**config.mk**
```make
export PLATFORM = sky130hd
export DESIGN_NAME = el_dr_capture
export DESIGN_NICKNAME = d
export VERILOG_FILES = /design/src/rtl/el_pkg.sv /design/src/rtl/el_dr_sync.sv /design/src/rtl/el_dr_capture.sv
export SDC_FILE = /design/constraint.sdc
export NUM_CORES = 1
export LEC_CHECK = 0
export CAP_MARGIN = 20
export CORE_UTILIZATION = 55
export CTS_BUF_LIST = sky130_fd_sc_hd__clkbuf_4 sky130_fd_sc_hd__clkbuf_8 sky130_fd_sc_hd__clkbuf_16
export DETAILED_ROUTE_END_ITERATION = 8
export GPL_TIMING_DRIVEN = 0
export PLACE_DENSITY_LB_ADDON = 0.25
export SLEW_MARGIN = 10
export SYNTH_ARGS = -nofsm -noshare
export SYNTH_HDL_FRONTEND = slang
export SYNTH_HIERARCHICAL = 1
export SYNTH_SLANG_ARGS = --single-unit
```
**constraint.sdc**
```tcl
create_clock -name wb_clk_i -period 3.4 [get_ports wb_clk_i]
set_input_delay 0.68 -clock wb_clk_i [delete_from_list [all_inputs] [get_ports wb_clk_i]]
set_output_delay 0.68 -clock wb_clk_i [all_outputs]
set_load 0.1 [all_outputs]
```
**src/rtl/el_pkg.sv**
```systemverilog
`default_nettype none
// ---------------------------------------------------------------------------
// Module   : el_pkg
// Brief    : Shared types and rail codes for the elastic dual-rail blocks.
// Revision : 1.0
// ---------------------------------------------------------------------------
package el_pkg;

    typedef enum logic [0:0] {
        WAIT_DATA = 1'b0,
        WAIT_NULL = 1'b1
    } el_state_t;

    // Rail pair encoding {rail1, rail0} for one data bit
    localparam logic [1:0] DR_NULL    = 2'b00;
    localparam logic [1:0] DR_ZERO    = 2'b01;
    localparam logic [1:0] DR_ONE     = 2'b10;
    localparam logic [1:0] DR_ILLEGAL = 2'b11;

endpackage
`default_nettype wire

```
**src/rtl/el_dr_sync.sv**
```systemverilog
`default_nettype none
// ---------------------------------------------------------------------------
// Module   : el_dr_sync
// Brief    : Multi-bit flop-chain synchroniser, asynchronous reset.
// Revision : 1.0
// ---------------------------------------------------------------------------
module el_dr_sync #(
    parameter int WIDTH       = 32,
    parameter int SYNC_STAGES = 2
) (
    input  logic             clk,
    input  logic             rst,
    input  logic [WIDTH-1:0] i_d,
    output logic [WIDTH-1:0] o_q
);

    logic [SYNC_STAGES-1:0][WIDTH-1:0] r_stage;

    always_ff @(posedge clk or posedge rst) begin
        if (rst) begin
            r_stage <= '0;
        end else begin
            r_stage <= {r_stage[SYNC_STAGES-2:0], i_d};
        end
    end

    assign o_q = r_stage[SYNC_STAGES-1];

endmodule
`default_nettype wire

```
**src/rtl/el_dr_capture.sv**
```systemverilog
`default_nettype none
// ---------------------------------------------------------------------------
// Module   : el_dr_capture
// Brief    : Dual-rail to synchronous capture bridge with four-phase ack,
//            FWFT FIFO, word counter and sticky error/overflow flags.
// Revision : 1.0
// ---------------------------------------------------------------------------
module el_dr_capture
    import el_pkg::*;
#(
    parameter int WIDTH       = 16,
    parameter int DEPTH       = 4,
    parameter int SYNC_STAGES = 2
) (
    input  logic               wb_clk_i,
    input  logic               wb_rst_i,
    input  logic [2*WIDTH-1:0] dr_in,
    output logic               ack_o,
    input  logic               auto_ack_en,
    input  logic               ack_ext_i,
    output logic [WIDTH-1:0]   data_o,
    output logic               valid_o,
    input  logic               ready_i,
    output logic [15:0]        count_o,
    output logic               err_o,
    output logic               ovf_o,
    input  logic               clear_i
);

    localparam int               c_PTR_W = $clog2(DEPTH);
    localparam logic [c_PTR_W:0] c_FULL  = DEPTH[c_PTR_W:0];

    logic [2*WIDTH-1:0] w_s;
    logic               w_complete;
    logic               w_spacer;
    logic               w_illegal;
    logic [WIDTH-1:0]   w_word;
    logic               w_full;
    logic               w_push;
    logic               w_pop;
    logic               w_drop;
    el_state_t          w_state_nxt;

    el_state_t          r_state;
    logic               r_ack;
    logic [WIDTH-1:0]   r_mem [DEPTH];
    logic [c_PTR_W-1:0] r_wr_ptr;
    logic [c_PTR_W-1:0] r_rd_ptr;
    logic [c_PTR_W:0]   r_fill;
    logic [15:0]        r_count;
    logic               r_err;
    logic               r_ovf;

    el_dr_sync #(
        .WIDTH       (2*WIDTH),
        .SYNC_STAGES (SYNC_STAGES)
    ) u_sync (
        .clk (wb_clk_i),
        .rst (wb_rst_i),
        .i_d (dr_in),
        .o_q (w_s)
    );

    // An illegal pair is neither valid nor null, so it blocks both completion and spacer
    always_comb begin
        w_complete = 1'b1;
        w_spacer   = 1'b1;
        w_illegal  = 1'b0;
        w_word     = '0;
        for (int i = 0; i < WIDTH; i++) begin
            if (w_s[2*i +: 2] != DR_ZERO && w_s[2*i +: 2] != DR_ONE) begin
                w_complete = 1'b0;
            end
            if (w_s[2*i +: 2] != DR_NULL) begin
                w_spacer = 1'b0;
            end
            if (w_s[2*i +: 2] == DR_ILLEGAL) begin
                w_illegal = 1'b1;
            end
            w_word[i] = (w_s[2*i +: 2] == DR_ONE);
        end
    end

    assign w_full  = (r_fill == c_FULL);
    assign w_pop   = valid_o && ready_i;
    assign w_push  = (r_state == WAIT_DATA) && w_complete && !w_full;
    assign w_drop  = (r_state == WAIT_DATA) && w_complete && w_full && !auto_ack_en;

    always_comb begin
        w_state_nxt = r_state;
        case (r_state)
            WAIT_DATA: if (w_push || w_drop) w_state_nxt = WAIT_NULL;
            WAIT_NULL: if (w_spacer)         w_state_nxt = WAIT_DATA;
            default:                         w_state_nxt = WAIT_DATA;
        endcase
    end

    always_ff @(posedge wb_clk_i or posedge wb_rst_i) begin
        if (wb_rst_i) begin
            r_state  <= WAIT_DATA;
            r_ack    <= 1'b0;
            r_wr_ptr <= '0;
            r_rd_ptr <= '0;
            r_fill   <= '0;
            r_count  <= '0;
            r_err    <= 1'b0;
            r_ovf    <= 1'b0;
            for (int i = 0; i < DEPTH; i++) begin
                r_mem[i] <= '0;
            end
        end else begin
            r_state <= w_state_nxt;
            // Auto ack mirrors the phase being entered so it rises with the push
            r_ack   <= auto_ack_en ? (w_state_nxt == WAIT_NULL) : ack_ext_i;
            if (w_push) begin
                r_mem[r_wr_ptr] <= w_word;
                r_wr_ptr        <= r_wr_ptr + 1'b1;
                r_count         <= r_count + 16'd1;
            end
            if (w_pop) begin
                r_rd_ptr <= r_rd_ptr + 1'b1;
            end
            case ({w_push, w_pop})
                2'b10:   r_fill <= r_fill + 1'b1;
                2'b01:   r_fill <= r_fill - 1'b1;
                default: r_fill <= r_fill;
            endcase
            r_err <= (r_err && !clear_i) || w_illegal;
            r_ovf <= (r_ovf && !clear_i) || w_drop;
        end
    end

    assign ack_o   = r_ack;
    assign data_o  = r_mem[r_rd_ptr];
    assign valid_o = (r_fill != '0);
    assign count_o = r_count;
    assign err_o   = r_err;
    assign ovf_o   = r_ovf;

endmodule
`default_nettype wire
```
Run 1, the metal 3 layer:
Scale: 4 px per µm.
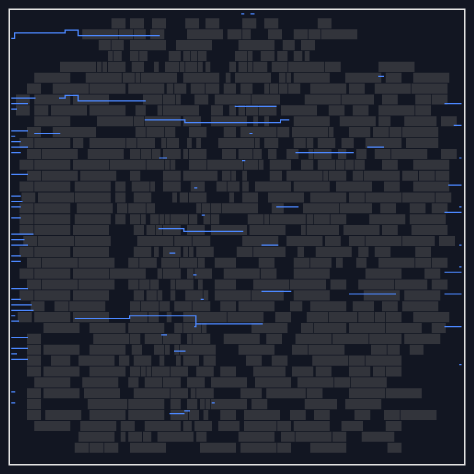
The longest straight run is 23.9 µm. The layer carries 360 µm of wire. The layer holds 3.1% of the routed length. The wires run mostly horizontal.

Run 1, congestion heat map:
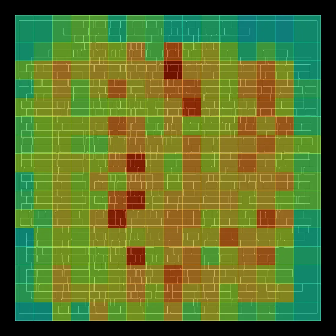
grt peak-use layer: met2
Layout Utilization: 70.1%
gr usage total: 21.0%
M2 GR Usage: 33.3%
met1 Use GR: 27.2%

Run 1, metal 4:
Scale: 3 px per µm. Supply wires on this layer in gray.
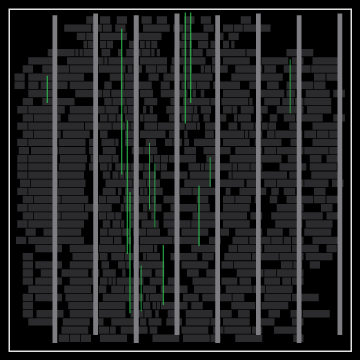
The longest straight run is 48.3 µm. The wires run mostly vertical. 9 nets have wire on it. The layer holds 2.8% of the routed length.

==> deck_impl_summary.md, run 1 <==
Physical Implementation Snapshot

Yosys
  • Synth Cell Area: 0.00684 mm²
  • Synth Seq Share: 56.7%
  • Aoi share: 0.586%
  • Yosys stat chip area: 0.00684 mm²
  • Synth mux share: 16.5%
  • Top logic family: multiplexers
  • Xor+xnor area frac: 2.69%
  • Synth Register Bits: 155
  • Syn_nets: 565
  • Netlist cell types: 39

Clock tree
  • Late-Pin Clk Latency: 430 ps
  • CTS sink cnt: 155
  • Clock transition at the registers of the reported paths: 70 ps
  • Max clock buf depth: 2
  • H-Tree Depth: 4
  • Postcts setup bufs: 0
  • TritonCTS clock tree: done

Detailed routing
  • Drt first-iter violations: 132
  • WL met3: 360 µm
  • Total number of vias: 3,726
  • Number of routed nets with antenna violations: 0
  • DR vias/cell: 4.99
  • DR WL met2: 5770 µm
  • DRC violations left: 0
  • Wl on met1: 5280 µm

Flow run
  • Log Warnings: 61

GRT
  • Largest net degree at the start of global routing: 66
  • Grt total ovfl: 0

Worst setup path
  • CP delay by family, top: buffers and inverters
  • Worst path slowest cell: clkdlybuf4s50_1
  • Worst Setup End Kind: output port
  • Critical path buffers and inverters: 2
  • Crit-path max FO: 9
  • Crit-path cells: buf_2, mux4_2, clkdlybuf4s50_1

Die
  • Rows: 40
  • Die W: 114 µm
  • Total die size: 0.0129 mm²

Final layout
  • Multi-input combinational area share: 28.6%
  • FF+latch area: 0.00388 mm²
  • Combinational gate area: 0.00242 mm²
  • Seq cells: 155
  • Nets@finish: 659
  • Commonest Layout Cell: dfrtp_1
  • Top Layout Cells: dfrtp_1, clkdlybuf4s50_1, mux2_2, ha_1, inv_1
  • Clk tree area frac: 7.22%

Final timing
  • Sum of negative setup slack: 0 ps
  • Worst slew pin tran: 1010 ps
  • RSZ-0062 raised after global routing: false
  • Final setup viols: 0
  • Final Hold Viols: 0
  • Final max-slew violation count: 0
  • Max-slew headroom: 32.6%
  • Cycle use final: 96.5%

Pwr
  • Combinational power share: 12.3%
  • Pwr Total: 0.00443 W
  • Int Power: 0.00331 W
  • Top power group: sequential cells
  • Share of power burned in registers: 44.1%
  • Worst VDD drop: 555 µV
  • PwrDens: 524 mW/mm²

Hold path
  • Hold Path Class: reg -> reg

Status
  • Status: completed
## run 1: worst reg2reg max path, cell delays in order (launching register included)
cell and delay, ps:
dfrtp_1 360, buf_4 130, inv_1 80, ha_1 270, nand4_1 130, nor2_1 90
and3_4 210, buf_8 150, inv_4 80, buf_6 150, ha_1 200, inv_1 60
fa_1 370, xor2_1 150, nor2_1 120, xor2_1 150
## run 1: through the flow
step | hold slack, ps | cell area (µm²) | utilization (%) | setup WS [ps]
6_report | 339 | 8460 | 70.1 | 118
5_1_grt | 351 | 8460 | 70.1 | 18.0
4_1_cts | 338 | 8460 | 70.1 | 31.7
3_5_place_dp | 335 | 7840 | 65.0 | -109
3_3_place_gp | 332 | 7780 | 64.5 | -933
2_1_floorplan | 331 | 6840 | - | 356
## run 1: registers in the layout, summed over array words and instances, names as in the netlist
name,cells
ovf_o,1
r_mem,64
r_rd_ptr,2
err_o,1
u_sync/r_stage,32
r_state,1
r_wr_ptr,2
u_sync/o_q,32
ack_o,1
count_o,16
r_fill,3
## run 1: final timing paths
check | startpoint | to | slack (ps) | cells after the start
worst max-delay path | r_rd_ptr[0]$_DFFE_PP0P_ | data_o[15] | 120 | 3
worst min-delay path | u_sync/r_stage[21]$_DFF_PP0_ | u_sync/o_q[21]$_DFF_PP0_ | 340 | 0
worst max register to register | u_sync/o_q[26]$_DFF_PP0_ | r_fill[2]$_DFFE_PP0P_ | 630 | 15
worst min register to register | u_sync/r_stage[21]$_DFF_PP0_ | u_sync/o_q[21]$_DFF_PP0_ | 340 | 0
max in group asynchronous | wb_rst_i | u_sync/r_stage[19]$_DFF_PP0_ | 2040 | 3
min in group asynchronous | wb_rst_i | r_mem[20]$_DFFE_PP0P_ | 640 | 2
## run 1: logic make-up (layout without fill, tap and decap cells)
kind of cell | count (synthesis) | count (layout)
buf+inv | 92 | 199
fa+ha+maj | 55 | 55
mux | 81 | 81
xor+xnor | 21 | 21
simple gates | 62 | 62
flops | 155 | 155
compound gates | 6 | 6
## run 1: what timing repair did
action / in CTS / in global routing
gates resized: 27 / 2
endpoints found under the setup margin: 9 / 2
hold buffers: 0 / 0
## run 1: synthesized netlist by cell type
cell type  number  area (µm²)
and2_4          1        8.76
or3_1           1        6.26
nor3_2          3        30.0
mux2_2         54         608
o211ai_1        1        7.51
nand2b_1        1        6.26
a31oi_1         1        6.26
nor4_1          6        37.5
nand4b_4        1        23.8
fa_1            1        20.0
nor3b_1         1        7.51
and4_1          2        17.5
mux4_2         16         360
nor3_1          6        30.0
ha_1           54         676
and3_1          1        6.26
xor2_1         10        87.6
dfrtp_1       155        3880
buf_2           2        10.0
o21ai_0         2        10.0
nand4_1        10        62.6
buf_6           1        11.3
o21a_1          1        7.51
and3_4          1        11.3
inv_1          45         169
nand2_1        13        48.8
mux2_4         10         150
nor2_1          5        18.8
mux2i_1         1        10.0
buf_12          1        20.0
xnor2_1        11        96.3
nor2_2          1        6.26
buf_8           2        30.0
clkbuf_1        2        7.51
and2_1          4        25.0
inv_4           1        6.26
o32ai_1         1        8.76
buf_4          38         285
nand3_1         5        25.0
Run 1, M2 wires:
Scale: 4 px per µm.
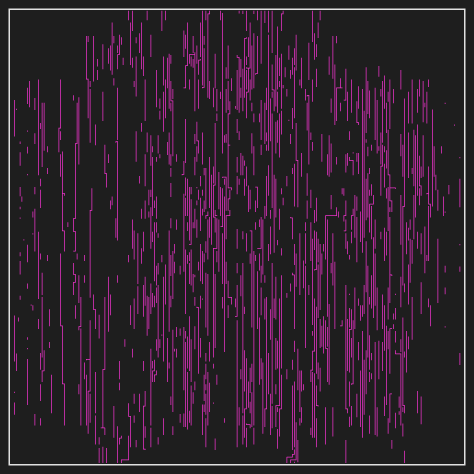

## Run 2: what changed since run 1
Settings changed: CELL_PAD_IN_SITES_DETAIL_PLACEMENT set to 1, CELL_PAD_IN_SITES_GLOBAL_PLACEMENT set to 1, CORE_UTILIZATION 55 to 47.
Run 2, M2 wires:
Scale: 4 px per µm.
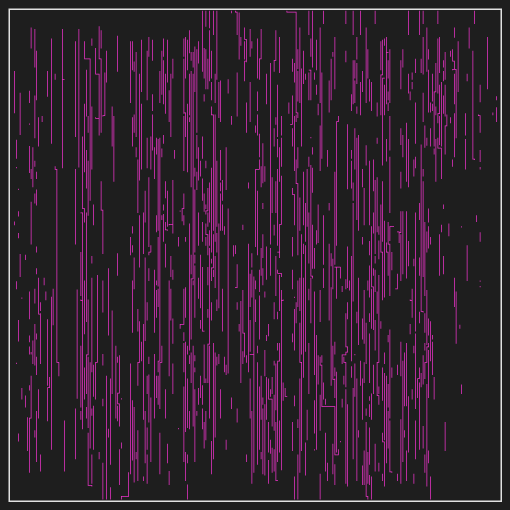
The longest straight run is 55.8 µm. The layer holds 54% of the routed length. The wires run mostly vertical. The layer carries 7,410 µm of wire.

Run 2, metal 4:
Scale: 3 px per µm. Supply wires on this layer in gray.
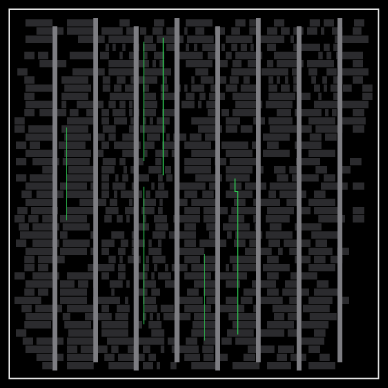
The layer carries 242 µm of wire. The wires run mostly vertical. The longest straight run is 47.5 µm. 5 nets have wire on it. The layer holds 1.8% of the routed length.

==> deck_impl_summary.md, run 2 <==
Physical Implementation Snapshot

Die
  • Total die size: 0.0150 mm² (+17%)
  • Die W: 123 µm (+8.0%)

Detailed routing
  • Total number of vias: 3,742 (+0.43%)
  • DRC violations left: 0 (unchanged)
  • Drt first-iter violations: 183 (+39%)
  • Number of routed nets with antenna violations: 0 (unchanged)

Clock tree
  • TritonCTS clock tree: done
  • CTS sink cnt: 155 (unchanged)
  • Clock transition at the registers of the reported paths: 60 ps (about the same)
  • Postcts setup bufs: 0 (unchanged)
  • Hold-fix buffer count after cts: 0 (unchanged)
  • Max clock buf depth: 2 (unchanged)
  • Post-cts sizing count: 28 (+3.7%)
  • H-Tree Depth: 4 (unchanged)
  • Late-Pin Clk Latency: 420 ps (about the same)

Yosys
  • Synth area leaders: dfrtp_1, ha_1, mux2_2
  • Largest area contributor in the netlist: dfrtp_1
  • Cell with the most instances after synthesis: dfrtp_1
  • Post-synth top cells: dfrtp_1, ha_1, mux2_2, inv_1, buf_4
  • Fraction of registers with async set/reset: 100% (unchanged)
  • Netlist cell types: 39 (unchanged)
  • Synth Cell Area: 0.00684 mm² (unchanged)
  • EDFF count, synth: 0 (unchanged)
  • Yosys stat chip area: 0.00684 mm² (unchanged)
  • Commonest flop: dfrtp_1
  • Area share, top type: 56.7% (unchanged)

Worst setup path
  • Worst-case reg-to-reg path depth: 15 (unchanged)
  • Critical path launch point: r_rd_ptr[1]$_DFFE_PP0P_
  • Reg2reg end: r_fill[2]$_DFFE_PP0P_
  • WP data required: 2720 ps
  • Worst r2r src: u_sync/o_q[26]$_DFF_PP0_
  • Setup slack, reg-to-reg: 580 ps (-50 ps)
  • Worst Setup End Kind: output port

Final timing
  • Final setup viols: 0 (unchanged)
  • Final WS setup: 107 ps (-11.9 ps)
  • RSZ-0062 raised after global routing: false
  • Cycle use final: 96.9% (+0.35 points)
  • Max-slew headroom: 34.1% (+1.6 points)
  • Final Hold Viols: 0 (unchanged)
  • Worst slew pin tran: 985 ps (-23.6 ps)

Hold path
  • Hold Path Origin: u_sync/r_stage[25]$_DFF_PP0_
  • Hold Path Class: reg -> reg
  • WHS Path Cells: 0 (unchanged)
  • Hold Path End: u_sync/o_q[25]$_DFF_PP0_

Pwr
  • Worst VDD drop: 386 µV (-30%)
  • Combinational power share: 12.5% (+0.2 points)
  • Int Power: 0.00338 W (+2.3%)
  • PwrDens: 528 mW/mm² (+0.84%)
  • Share of power burned in registers: 43.6% (-0.5 points)
  • Switching pwr: 0.00110 W

Final layout
  • Nets@finish: 659 (unchanged)
  • Top Layout Cells: dfrtp_1, clkdlybuf4s50_1, mux2_2, ha_1, inv_1
  • Commonest Layout Cell: dfrtp_1
  • Largest reg by FF count: r_mem
  • Fraction of layout cells with a size suffix above 1: 30.7%
  • Max reg flops: 64 (unchanged)

Status
  • Status: completed

Place
  • Dpl ws: -110 ps (-0.565 ps)
  • Post-placement cell area: 0.00785 mm² (+0.19%)

GRT
  • Grt peak-use layer: met2
  • Met1 Use GR: 25.0% (-2.3 points)
  • Largest net degree at the start of global routing: 68 (+3.0%)
Run 2, congestion heat map:
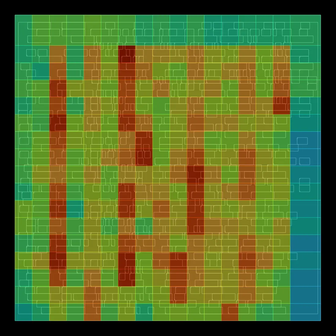
M2 GR Usage: 36.5%
Layout Utilization: 60.4%

[run 2: cell counts after synthesis]
No cell type changed its count.
[run 2: how the worst max path moves through the flow]
stage | endpoint | slack (ps) | cells past startpoint
after floorplan | ack_o$_DFF_PP0_ | 360 | 1
after global routing | data_o[15] | 20 | 3
final | data_o[15] | 110 | 3
after CTS | data_o[15] | 70 | 3
after global placement | count_o[7]$_DFFE_PP0P_ | -990 | 2
after detailed placement | data_o[6] | -110 | 4
[run 2: logic make-up after synthesis]
group           after synthesis  synth area share (%)
compound gates                6                 0.586
xor+xnor                     21                  2.69
flops                       155                  56.7
fa+ha+maj                    55                  10.2
mux                          81                  16.5
buf+inv                      92                  7.89
simple gates                 62                  5.43
[run 2: power by group through the flow]
stage / registers (W) / clock network, W / logic (W)
after global placement: 0.00198 / 0 / 0.000533
after floorplan: 0.00198 / 0 / 0.000388
after global routing: 0.00196 / 0.00208 / 0.000616
after CTS: 0.00196 / 0.00200 / 0.000576
after detailed placement: 0.00199 / 0 / 0.000565
final: 0.00196 / 0.00197 / 0.000558
[run 2: metrics by stage]
step           instances  power, W  hold WS (ps)  TNS [ps]  util [%]
6_report             759   0.00448           346         0      60.4
5_1_grt              759   0.00466           347         0      60.4
4_1_cts              759   0.00454           347         0      60.4
3_5_place_dp         727   0.00255           336      -783      55.9
3_3_place_gp         725   0.00251           333    -89530      55.5
2_1_floorplan        472   0.00237           331         0         -
[run 2: layer usage]
metal | part of all wire, % | routed length, µm
met1 | 42 | 5820
met2 | 54 | 7410
met3 | 2.7 | 377
met4 | 1.7 | 242
met5 | 0 | 0
[run 2: worst max-delay path, cell delays in order, from the launching register on]
cell and delay [ps]:
dfrtp_1 330, clkbuf_1 410, mux4_2 320, clkdlybuf4s50_1 1140
[run 2: cell type report]
class	count	area, µm²	area share, %
inverter	46	178	2.09
multi-input combinational	225	2420	28.5
buffer	46	365	4.31
timing repair buffer	75	797	9.39
clock buffer	21	480	5.66
tap	180	225	2.65
sequential	155	3880	45.7
clock inverter	11	141	1.67
No activity file was given, so power comes from the tool's default toggle rates.
